### src/rtl/cpu_pkg.sv
// Shared definitions for the branch-condition path: condition codes, C2 field width, FSM states.
// BRANCH_CMP_EN adds the two-operand compare codes and the CAPB state.
package cpu_pkg;

  localparam int unsigned C2_WIDTH = 4;

  localparam logic [C2_WIDTH-1:0] COND_BRZR   = 4'd0;
  localparam logic [C2_WIDTH-1:0] COND_BRNZ   = 4'd1;
  localparam logic [C2_WIDTH-1:0] COND_BRPL   = 4'd2;
  localparam logic [C2_WIDTH-1:0] COND_BRMI   = 4'd3;
  localparam logic [C2_WIDTH-1:0] COND_BRGT   = 4'd4;
  localparam logic [C2_WIDTH-1:0] COND_BRLE   = 4'd5;
  localparam logic [C2_WIDTH-1:0] COND_ALWAYS = 4'd6;
  localparam logic [C2_WIDTH-1:0] COND_NEVER  = 4'd7;

  localparam logic [C2_WIDTH-1:0] COND_CMP_EQ = 4'd8;
  localparam logic [C2_WIDTH-1:0] COND_CMP_NE = 4'd9;
  localparam logic [C2_WIDTH-1:0] COND_CMP_LT = 4'd10;
  localparam logic [C2_WIDTH-1:0] COND_CMP_GE = 4'd11;

  typedef enum logic [1:0] {
    ST_IDLE = 2'd0,
    ST_EVAL = 2'd1,
`ifdef BRANCH_CMP_EN
    ST_CAPB = 2'd2,
`endif
    ST_HOLD = 2'd3
  } state_t;

endpackage

### src/rtl/cond_eval.sv
// Combinational branch-condition evaluator: code + operand(s) -> {result, reserved-code error}.
// BRANCH_CMP_EN adds operand B and codes 8-11 as signed/equality compares.
module cond_eval
  import cpu_pkg::*;
#(
  parameter int unsigned DATA_WIDTH = 32
) (
  input  logic [C2_WIDTH-1:0]   code,
  input  logic [DATA_WIDTH-1:0] op_a,
`ifdef BRANCH_CMP_EN
  input  logic [DATA_WIDTH-1:0] op_b,
`endif
  output logic                  result,
  output logic                  err
);

  logic zero;
  logic neg;

  assign zero = (op_a == '0);
  assign neg  = op_a[DATA_WIDTH-1];

  always_comb begin
    result = 1'b0;
    err    = 1'b0;
    case (code)
      COND_BRZR:   result = zero;
      COND_BRNZ:   result = !zero;
      COND_BRPL:   result = !neg;
      COND_BRMI:   result = neg;
      COND_BRGT:   result = !zero && !neg;
      COND_BRLE:   result = zero || neg;
      COND_ALWAYS: result = 1'b1;
      COND_NEVER:  result = 1'b0;
`ifdef BRANCH_CMP_EN
      COND_CMP_EQ: result = (op_a == op_b);
      COND_CMP_NE: result = (op_a != op_b);
      COND_CMP_LT: result = ($signed(op_a) <  $signed(op_b));
      COND_CMP_GE: result = ($signed(op_a) >= $signed(op_b));
`endif
      default:     err = 1'b1;
    endcase
  end

endmodule

### src/rtl/branch_cond_unit.sv
// Registered branch-condition unit: captures IR C2 field and bus on con_in, evaluates next cycle, holds branch.
// BRANCH_CMP_EN inserts a CAPB state that waits for cmp_in to capture operand B for codes 8-11.
module branch_cond_unit
  import cpu_pkg::*;
#(
  parameter int unsigned DATA_WIDTH = 32,
  parameter int unsigned IR_WIDTH   = 32,
  parameter int unsigned C2_LSB     = 19
) (
  input  logic                  clk,
  input  logic                  clr,
  input  logic                  con_in,
  input  logic [IR_WIDTH-1:0]   ir,
  input  logic [DATA_WIDTH-1:0] bus_in,
  input  logic                  cmp_in,
  output logic                  branch,
  output logic                  branch_valid,
  output logic                  busy,
  output logic                  cond_err
);

  state_t state;
  state_t state_next;

  logic [C2_WIDTH-1:0]   code_in;
  logic [C2_WIDTH-1:0]   code_q;
  logic [DATA_WIDTH-1:0] op_a_q;
  logic                  capture_a;
  logic                  finish;
  logic                  eval_result;
  logic                  eval_err;

  // Only the C2 field of ir is consumed; cmp_in matters only with the compare extension.
  logic unused_inputs;
  assign unused_inputs = ^{ir, cmp_in};

  assign code_in = ir[C2_LSB +: C2_WIDTH];

`ifdef BRANCH_CMP_EN
  logic [DATA_WIDTH-1:0] op_b_q;
  logic                  capture_b;
  logic                  to_capb;
  assign to_capb = (code_in[3:2] == 2'b10);
`endif

  always_ff @(posedge clk) begin
    if (clr) state <= ST_IDLE;
    else     state <= state_next;
  end

  always_comb begin
    state_next = state;
    capture_a  = 1'b0;
    finish     = 1'b0;
`ifdef BRANCH_CMP_EN
    capture_b  = 1'b0;
`endif
    case (state)
      ST_IDLE, ST_HOLD: begin
        if (con_in) begin
          capture_a  = 1'b1;
          state_next = ST_EVAL;
`ifdef BRANCH_CMP_EN
          if (to_capb) state_next = ST_CAPB;
`endif
        end
      end
`ifdef BRANCH_CMP_EN
      ST_CAPB: begin
        if (cmp_in) begin
          capture_b  = 1'b1;
          state_next = ST_EVAL;
        end
      end
`endif
      ST_EVAL: begin
        finish     = 1'b1;
        state_next = ST_HOLD;
      end
      default: state_next = ST_IDLE;
    endcase
  end

  assign busy = (state != ST_IDLE) && (state != ST_HOLD);

  always_ff @(posedge clk) begin
    if (clr) begin
      code_q       <= '0;
      op_a_q       <= '0;
      branch       <= 1'b0;
      branch_valid <= 1'b0;
      cond_err     <= 1'b0;
    end else begin
      if (capture_a) begin
        code_q <= code_in;
        op_a_q <= bus_in;
      end
      branch_valid <= finish;
      if (finish) begin
        branch   <= eval_result;
        cond_err <= eval_err;
      end
    end
  end

`ifdef BRANCH_CMP_EN
  always_ff @(posedge clk) begin
    if (clr)            op_b_q <= '0;
    else if (capture_b) op_b_q <= bus_in;
  end
`endif

  cond_eval #(
    .DATA_WIDTH (DATA_WIDTH)
  ) u_cond_eval (
    .code   (code_q),
    .op_a   (op_a_q),
`ifdef BRANCH_CMP_EN
    .op_b   (op_b_q),
`endif
    .result (eval_result),
    .err    (eval_err)
  );

endmodule
### config.mk
export PLATFORM = sky130hd
export DESIGN_NAME = branch_cond_unit
export DESIGN_NICKNAME = d
export VERILOG_FILES = /design/src/rtl/cpu_pkg.sv /design/src/rtl/cond_eval.sv /design/src/rtl/branch_cond_unit.sv
export SDC_FILE = /design/constraint.sdc
export NUM_CORES = 1
export LEC_CHECK = 0
export CAP_MARGIN = 20
export CORE_MARGIN = 2
export CORE_UTILIZATION = 45
export DETAILED_ROUTE_END_ITERATION = 6
export PLACE_DENSITY = 0.76
export SETUP_SLACK_MARGIN = 0.5
export SYNTH_ARGS = -nofsm -noshare
export SYNTH_HDL_FRONTEND = slang
export SYNTH_HIERARCHICAL = 1
export SYNTH_SLANG_ARGS = --single-unit
### constraint.sdc
create_clock -name clk -period 1.75 [get_ports clk]
set_input_delay 0.35 -clock clk [delete_from_list [all_inputs] [get_ports clk]]
set_output_delay 0.35 -clock clk [all_outputs]
set_load 0.1 [all_outputs]
==> results.sh <==
# flow metrics
export IMPL_outcome="completed"
export IMPL_fill_cells=406
export IMPL_drc=0
export IMPL_drtIter0Drc=112
export IMPL_num_antenna_cells=0
export IMPL_die_x_um=72.77
export IMPL_vias_per_cell=5.319
export IMPL_reg2reg_slack_ns=0.26
export IMPL_ys_types=28
export IMPL_place_congestion=0.7667
export IMPL_synth_area_sq_mm=0.002128
export IMPL_drv_cap=0
export IMPL_fp_dieArea_sq_mm=0.005295
export IMPL_hold_depth=2
export IMPL_use_met1=0.2286
export IMPL_switching_share=0.3233
export IMPL_nets=323
export IMPL_postLayoutSetupSlackWorst_ns=0.2187
export IMPL_cts_buffers=5
export IMPL_io_pins=72
export IMPL_worstPathArrival_ns=1.18
export IMPL_crit_type="flip-flop to primary output"
export IMPL_reg2reg_depth=5
export IMPL_drt_pass1_iterations=4
export IMPL_crit_path_end_kind="primary output"
export IMPL_p_comb_frac=0.397
export IMPL_met2_length_um=1941
export IMPL_dp_slack_ns=0.2414
export IMPL_ant_nets=0
export IMPL_hold_end="branch_valid$_SDFF_PP0_"
export IMPL_htree_levels=2
export IMPL_setup_viol=0
export IMPL_min_path_type="input port to flip-flop"
export IMPL_cp_start_kind="flip-flop"
export IMPL_clockBufferDepth=2
export IMPL_leakage_nw=1.043
export IMPL_relSlewSlack=0.7341
export IMPL_r2r_start="state[0]$_SDFFE_PP0P_"
export IMPL_crit_slowest_cell="dfxtp_2"
export IMPL_grt_usage=0.1739
export IMPL_slew_violations=0
export IMPL_pwr_density_cell_mw_per_mm2=1189
export IMPL_ys_cells=211
export IMPL_tightest_slew_ns=0.3889
export IMPL_fp_dieH_um=72.77
export IMPL_grt_overflow=0
export IMPL_fin_skew_ns=0.006346
export IMPL_routedLengthMet1_um=2115
export IMPL_path_max_fanout=3
export IMPL_rsz0062_at_grt="yes"
export IMPL_power_switching_w=0.001103
export IMPL_power_share_clock=0.263
export IMPL_fin_hold_ws_ns=0.2708
export IMPL_avgRoutedWirePerCell_um=13.99
export IMPL_fmax_mhz=653.0
export IMPL_required_ns=1.40
export IMPL_vdd_drop_max_uv=657.3
export IMPL_seq_power_share=0.340
export IMPL_syn_inst=211
export IMPL_r2r_end="state[1]$_SDFFE_PP0P_"
export IMPL_busiest_layer="met2"
export IMPL_top_layer_used="met4"
export IMPL_cp_cell_sequence="inv_2 > ha_4 > inv_12 > buf_12"
export IMPL_hpwl_um=2653
export IMPL_portBuffers=42
export IMPL_area_growth_pct=34.80
export IMPL_warnings=60
export IMPL_core_util_floorplan=0.4597
export IMPL_antenna_found_initial=0
export IMPL_power_total_w=0.003412
export IMPL_critPathMaxStageDelay_ns=0.34
export IMPL_cts_tree="built"
export IMPL_fp_nets=282
export IMPL_avgSynthCellArea_sq_um=10.09
export IMPL_p_int_w=0.002309
export IMPL_final_common_cell="nand3_1"
export IMPL_drive_above_1_share=0.3241
export IMPL_cts_sinks=41
export IMPL_yosysSeqAreaShare=0.3857
export IMPL_clk_latency_ns=0.30
export IMPL_finalSetupTns_ns=0
export IMPL_wl_met3_um=160
export IMPL_synth_flops=41
export IMPL_grt_pass1_wl_um=7162
export IMPL_cts_hold_buffers_added=0
export IMPL_hold_viol=0
export IMPL_period_used=0.8750
export IMPL_grt_max_degree=41
export IMPL_first_global_vias=1590
export IMPL_min_period_ns=1.531
export IMPL_yosys_stat_area_sq_mm=0.002128
## power by group through the flow
| stage | Combinational (W) | Clock (W) | Sequential [W] |
|---|---|---|---|
| floorplan | 0.000863 | 0 | 0.00120 |
| global placement | 0.00114 | 0 | 0.00116 |
| detailed placement | 0.00115 | 0 | 0.00117 |
| CTS | 0.00137 | 0.000913 | 0.00115 |
| global route | 0.00146 | 0.000947 | 0.00117 |
| finish | 0.00136 | 0.000896 | 0.00116 |
## flip-flops by register name, indices dropped and copies added, names as in the netlist
register,count
branch,1
branch_valid,1
code_q,4
cond_err,1
op_a_q,32
state,2
## synth_stat cells
cell       instances  area, sq um
a211oi_1           1        7.510
nand3_1           37        185.2
nor4b_1            1        8.760
or4_1              1        7.510
buf_2              6        30.03
nor4_1             9        56.30
a21oi_2           34        297.8
buf_6              9        101.4
a21oi_1            2        10.01
clkbuf_1           1        3.750
and4_2             1        10.01
inv_2              1        3.750
nor2_1             3        11.26
a2111oi_0          1        8.760
dfxtp_1           41        820.8
buf_4              5        37.54
o31ai_1            1        7.510
mux2_1             1        11.26
ha_1               3        37.54
inv_1              5        18.77
nand4b_1           1        8.760
nand4bb_1          1        11.26
nand4_1            3        18.77
a21bo_1           36        360.4
o22ai_1            1        6.260
a211o_1            1        8.760
mux2i_1            2        20.02
nor2b_1            3        18.77
## area by class of cell
type | instances | area [sq um] | share of cell area
clock buffer | 5 | 68.82 | 0.02399
clock inverter | 3 | 65.06 | 0.02268
inverter | 6 | 35.03 | 0.01221
multi-input combinational | 143 | 1189 | 0.4143
sequential | 41 | 833.3 | 0.2904
tap | 54 | 67.56 | 0.02355
timing repair buffer | 55 | 610.6 | 0.2128
## how the worst max path moves through the flow
stage                             from                     to  cells after the start
2_1_floorplan   code_q[0]$_SDFFE_PP0P_    branch$_SDFFE_PP0N_                      5
3_3_place_gp   op_a_q[16]$_SDFFE_PP0P_    branch$_SDFFE_PP0N_                      6
3_5_place_dp     state[0]$_SDFFE_PP0P_  state[1]$_SDFFE_PP0P_                      4
4_1_cts          state[0]$_SDFFE_PP0P_                   busy                      4
5_1_grt          state[0]$_SDFFE_PP0P_                   busy                      4
6_report         state[0]$_SDFFE_PP0P_                   busy                      4
## kinds of logic (layout without fill, tap and decap cells)
kind of cell | Yosys count | after routing | share of synthesized area
AOI/OAI and AO/OA | 77 | 77 | 0.3322
and+or+nand+nor | 60 | 60 | 0.1581
buffers and inverters | 27 | 69 | 0.09171
DFF | 41 | 41 | 0.3857
adders and majority gates | 3 | 3 | 0.01764
muxes | 3 | 3 | 0.01470
## timing repair
action	4_1_cts	5_1_grt
hold endpoints to repair	0	0
setup endpoints to repair	37	38
gates cloned	1	0
pin swaps	7	3
gates resized	16	2
setup buffers	5	0
## critical path: cells and delay by family, from the launching register on
| kind | cells | cell delay (ns) |
|---|---|---|
| flops | 1 | 0.34 |
| fa+ha+maj | 1 | 0.32 |
| buf+inv | 3 | 0.22 |
## metrics by stage
step                      area [sq um]  cells
after global routing              2869    307
after global placement            2585    293
final                             2869    307
after floorplan                   2166    211
after detailed placement          2585    293
after CTS                         2856    307
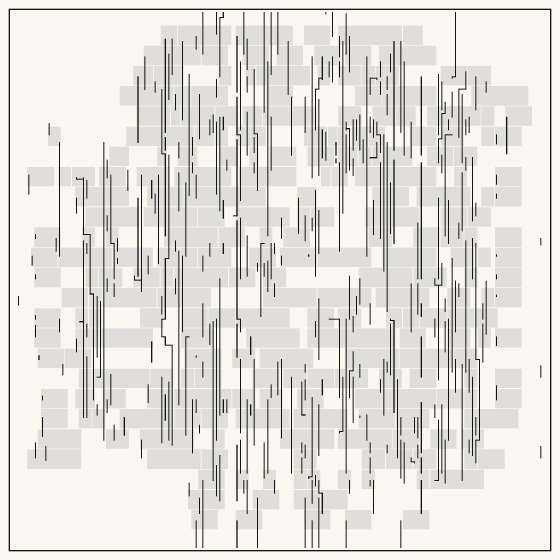
*Metal 2*
The wires run mostly vertical. The layer carries 1940 um of wire. 227 nets have wire on it.
Routed WL: 4295 um
GRT met2 Usage: 0.2747
vias after detailed routing: 1633

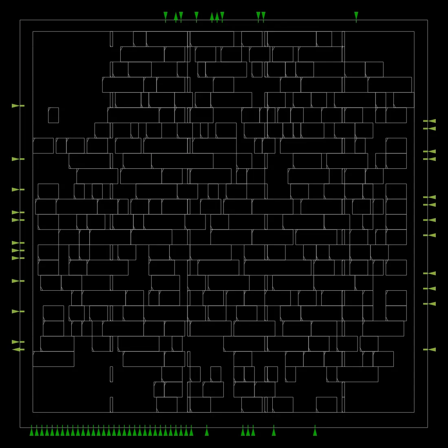
*Cell placement*
fin util: 0.6197
row cnt: 25
fin cells: 307

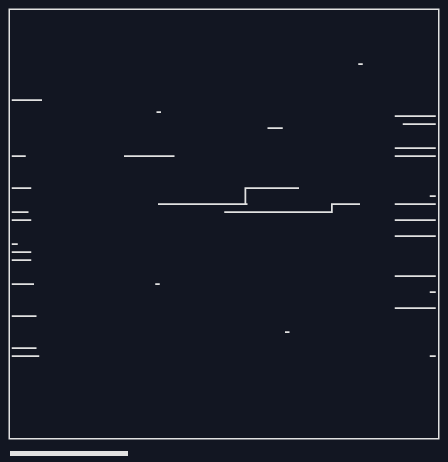
*M3 wires*
Scale bar: 20 um.
The layer holds 3.7% of the routed length. The longest straight run is 18.2 um.
M3 GR Usage: 0.03177

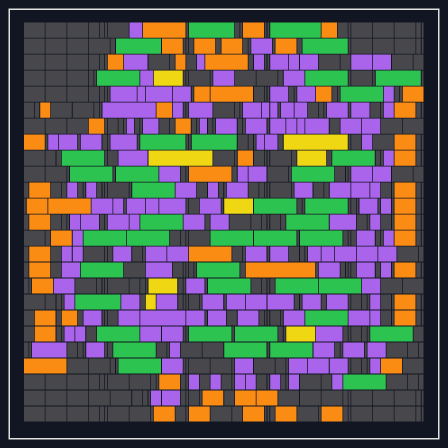
*Cells coloured by class*
Fill, decap, tap and diode cells in grey.
Key: green = registers [cells 41, share of their area 30%]; orange = remaining buffers and delay cells [cells 55, share of their area 22%]; yellow = clock drivers and dummy loads [cells 8, share of their area 4.8%]; purple = remaining logic cells [cells 149, share of their area 44%]
flop share of the area: 0.2904
Core ar.: 0.004629 sq mm

Power is estimated from default activity; no workload was simulated.
